[src/rtl/fifo_pkg.sv]
// Shared sizing, flag bundle and occupancy decode for the synchronous FIFO.
// The top-level parameters default to the values defined here.
package fifo_pkg;

  localparam int DATA_W = 8;
  localparam int DEPTH  = 16;
  localparam int AF_LVL = 14;
  localparam int AE_LVL = 2;
  localparam int PTR_W  = $clog2(DEPTH);
  localparam int CNT_W  = PTR_W + 1;

  // The two valid-access bits concatenated as {write, read}.
  typedef enum logic [1:0] {
    ACC_IDLE = 2'b00,
    ACC_RD   = 2'b01,
    ACC_WR   = 2'b10,
    ACC_RW   = 2'b11
  } access_e;

  typedef struct packed {
    logic empty;
    logic full;
    logic almost_full;
    logic almost_empty;
    logic half;
    logic healthy;
  } flags_t;

  function automatic flags_t decode_flags(input int unsigned count,
                                          input int unsigned depth,
                                          input int unsigned af_lvl,
                                          input int unsigned ae_lvl);
    flags_t f;
    f.empty        = (count == 0);
    f.full         = (count == depth);
    f.almost_full  = (count >= af_lvl);
    f.almost_empty = (count <= ae_lvl);
    f.half         = (count >= depth / 2);
    f.healthy      = (count > ae_lvl) && (count < af_lvl);
    return f;
  endfunction

endpackage

[src/rtl/fifo_mem.sv]
// DEPTH x DATA_W register array: one synchronous write port and one
// registered read port whose output register is cleared by reset.
module fifo_mem
  import fifo_pkg::*;
#(
  parameter int DATA_W = fifo_pkg::DATA_W,
  parameter int DEPTH  = fifo_pkg::DEPTH,
  parameter int ADDR_W = $clog2(DEPTH)
) (
  input  logic              clk,
  input  logic              reset,
  input  logic              wr_en_i,
  input  logic [ADDR_W-1:0] wr_addr_i,
  input  logic [DATA_W-1:0] wr_data_i,
  input  logic              rd_en_i,
  input  logic [ADDR_W-1:0] rd_addr_i,
  output logic [DATA_W-1:0] rd_data_o
);

  logic [DATA_W-1:0] mem_q [DEPTH];
  logic [DATA_W-1:0] rd_data_q;

  // NOTE: the storage array deliberately has no reset; stale words are
  // unreachable once the pointers are cleared, and leaving it out lets
  // the array map onto plain flops or RAM without a reset network.
  always_ff @(posedge clk) begin
    if (wr_en_i) begin
      mem_q[wr_addr_i] <= wr_data_i;
    end
  end

  // NOTE: sequential state is updated with non-blocking assignments so
  // every register samples the values from before the edge.
  always_ff @(posedge clk) begin
    if (reset) begin
      rd_data_q <= '0;
    end else if (rd_en_i) begin
      rd_data_q <= mem_q[rd_addr_i];
    end
  end

  assign rd_data_o = rd_data_q;

endmodule

[src/rtl/fifo_top.sv]
// Single-clock FIFO: pointer, occupancy and flag logic around fifo_mem.
// Overflowing writes and underflowing reads are silently dropped.
module fifo_top
  import fifo_pkg::*;
#(
  parameter int DATA_W = fifo_pkg::DATA_W,
  parameter int DEPTH  = fifo_pkg::DEPTH,
  parameter int AF_LVL = fifo_pkg::AF_LVL,
  parameter int AE_LVL = fifo_pkg::AE_LVL
) (
  input  logic              clk,
  input  logic              reset,
  input  logic [DATA_W-1:0] data_in,
  input  logic              enable_wr,
  input  logic              enable_rd,
  output logic [DATA_W-1:0] data_out,
  output logic              f_empty,
  output logic              f_full,
  output logic              f_almost_full,
  output logic              f_almost_empty,
  output logic              f_half,
  output logic              f_healthy
);

  localparam int PTR_W = $clog2(DEPTH);
  localparam int CNT_W = PTR_W + 1;

  logic [PTR_W-1:0] wr_ptr_q, wr_ptr_d;
  logic [PTR_W-1:0] rd_ptr_q, rd_ptr_d;
  logic [CNT_W-1:0] count_q,  count_d;
  logic             do_wr, do_rd;
  access_e          access;
  flags_t           flags;

  // Qualify requests against the registered occupancy; reset wins.
  assign do_wr  = enable_wr && (count_q != CNT_W'(DEPTH)) && !reset;
  assign do_rd  = enable_rd && (count_q != '0) && !reset;
  assign access = access_e'({do_wr, do_rd});

  // NOTE: every variable driven here gets a default first, so no path
  // through the case can leave it unassigned and infer a latch.
  always_comb begin
    wr_ptr_d = wr_ptr_q;
    rd_ptr_d = rd_ptr_q;
    count_d  = count_q;
    case (access)
      ACC_WR: begin
        wr_ptr_d = wr_ptr_q + 1'b1;
        count_d  = count_q + 1'b1;
      end
      ACC_RD: begin
        rd_ptr_d = rd_ptr_q + 1'b1;
        count_d  = count_q - 1'b1;
      end
      ACC_RW: begin
        wr_ptr_d = wr_ptr_q + 1'b1;
        rd_ptr_d = rd_ptr_q + 1'b1;
      end
      default: ;
    endcase
  end

  always_ff @(posedge clk) begin
    if (reset) begin
      wr_ptr_q <= '0;
      rd_ptr_q <= '0;
      count_q  <= '0;
    end else begin
      wr_ptr_q <= wr_ptr_d;
      rd_ptr_q <= rd_ptr_d;
      count_q  <= count_d;
    end
  end

  fifo_mem #(
    .DATA_W (DATA_W),
    .DEPTH  (DEPTH),
    .ADDR_W (PTR_W)
  ) u_mem (
    .clk       (clk),
    .reset     (reset),
    .wr_en_i   (do_wr),
    .wr_addr_i (wr_ptr_q),
    .wr_data_i (data_in),
    .rd_en_i   (do_rd),
    .rd_addr_i (rd_ptr_q),
    .rd_data_o (data_out)
  );

  // Flags are pure decodes of the registered count.
  assign flags = decode_flags(32'(count_q), DEPTH, AF_LVL, AE_LVL);

  assign f_empty        = flags.empty;
  assign f_full         = flags.full;
  assign f_almost_full  = flags.almost_full;
  assign f_almost_empty = flags.almost_empty;
  assign f_half         = flags.half;
  assign f_healthy      = flags.healthy;

endmodule

[config.mk]
export PLATFORM = sky130hd
export DESIGN_NAME = fifo_top
export DESIGN_NICKNAME = d
export VERILOG_FILES = /design/src/rtl/fifo_pkg.sv /design/src/rtl/fifo_mem.sv /design/src/rtl/fifo_top.sv
export SDC_FILE = /design/constraint.sdc
export NUM_CORES = 1
export LEC_CHECK = 0
export CAP_MARGIN = 20
export CORE_ASPECT_RATIO = 1.4
export CORE_UTILIZATION = 40
export CTS_CLUSTER_SIZE = 20
export DETAILED_ROUTE_END_ITERATION = 10
export GPL_TIMING_DRIVEN = 0
export HOLD_SLACK_MARGIN = 0.05
export SYNTH_ARGS = -nofsm -noshare
export SYNTH_HDL_FRONTEND = slang
export SYNTH_SLANG_ARGS = --single-unit
[constraint.sdc]
create_clock -name clk -period 2.9 [get_ports clk]
set_input_delay 0.435 -clock clk [delete_from_list [all_inputs] [get_ports clk]]
set_output_delay 0.435 -clock clk [all_outputs]
set_load 0.1 [all_outputs]
==> GITHUB_STEP_SUMMARY <==
## Synthesis and layout report

| Metric | Value |
|---|---|
| Top cell family by delay on the critical path | `simple AND/OR/NAND/NOR gates` |
| Fraction of cell area in non-clock buffers | `6.168%` |
| Clock group | `2.22 mW` |
| Final hold vios | `0` |
| # DRC | `0` |
| Clk cell area share | `8.299%` |
| Synthesized registers | `149` |
| Leading cell category by total area | `registers` |
| Rows | `52` |
| CTS Buf Count | `17` |
| Synth area leader | `edfxtp_1` |
| CTS sink count | `149` |
| Htree depth | `4` |
| Worst setup startpoint | `count_q[1]` |
| Pin count of the biggest net entering global routing | `17` |
| Max reg flops | `128` |
| # fillers | `1258` |
| DR iter-0 viols | `235` |
| Met2 Use GR | `31.96%` |
| Number of warnings in the stage logs | `34` |
| Worst hold margin | `498.0 ps` |
| Unrepaired setup endpoints after global routing | `true` |
| Logic pwr share | `15.1%` |
| Flop pwr share | `44.1%` |
| Setup Skew | `4.399 ps` |
| Worst path bufs/invs | `2` |
| Flip-flops | `149` |
| # diodes | `0` |
| CP Max Fanout | `4` |
| Drt via density | `5.384` |
| Post-Syn Nets | `401` |
| Final setup violation count | `1` |
| Most frequent cell after synthesis | `edfxtp_1` |
| WL per Instance | `20.50 um` |
| Initial antenna violation count | `0` |
| Failing checks | `setup timing` |
| Xor+xnor area frac | `1.163%` |
| R2R Path End | `count_q[4]` |
| Synth top area cells | `edfxtp_1 64%, mux2i_1 7.8%, dfxtp_1 7.0%, mux4_2 3.7%, nor2_1 2.4%` |
| Highest-count logic cell in the final layout | `edfxtp_1` |
| Inverters | `6` |
| Status | `finished, violations left` |
| Setup ws final | `-7.377 ps` |
| Post-synth EDFFs | `128` |
| Largest reg by FF count | `u_mem.mem_q` |
| Post-CTS Setup Bufs | `1` |
| Top cells by count | `128 x edfxtp_1, 47 x mux2i_1, 39 x nor2_1` |
| Reg area | `4274 um2` |
| Fin util | `49.97%` |
| Synth unique cells | `40` |
Fig. 1: signal wires on met1
The bar under the picture is 20 um long. Supply wires on this layer in gray.
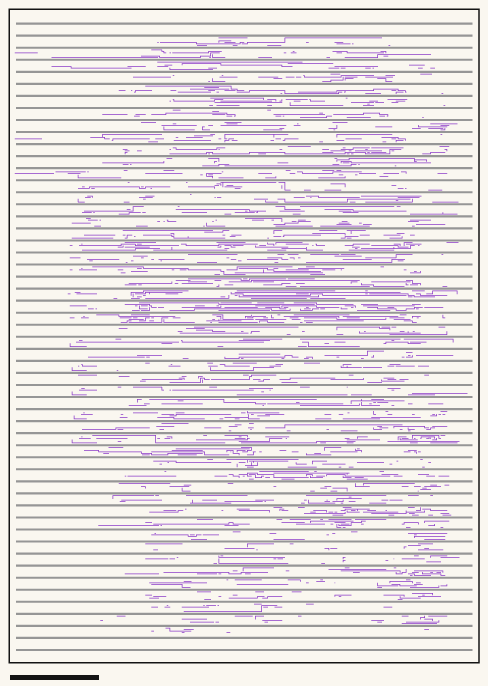
- nets with wire on the layer: 416
- share of all routed wire: 40%
via count: 3419
routed wire length: 13.02 mm
met1 Use GR: 20.65%

Fig. 2: M2 wires
Cells faint in the background.
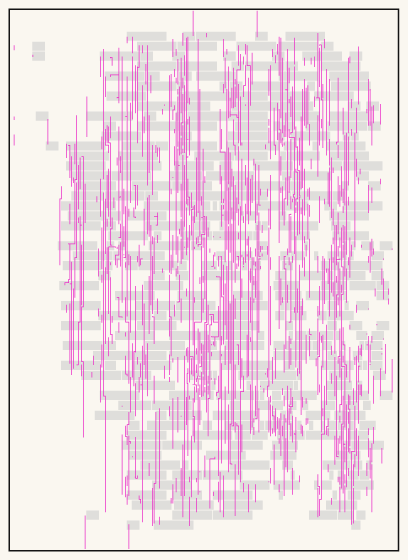
- nets with wire on the layer: 411
- share of all routed wire: 53%
- longest straight run: 67.0 um
- wire length on this layer: 6890 um

Fig. 3: M3 wires
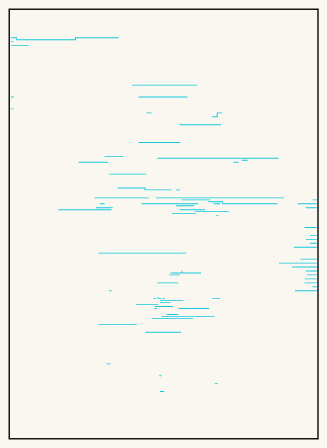
- longest straight run: 43.7 um
- share of all routed wire: 4.8%
met3 Use GR: 4.437%

Power figures rest on the tool's default switching activity, not on a simulated workload.
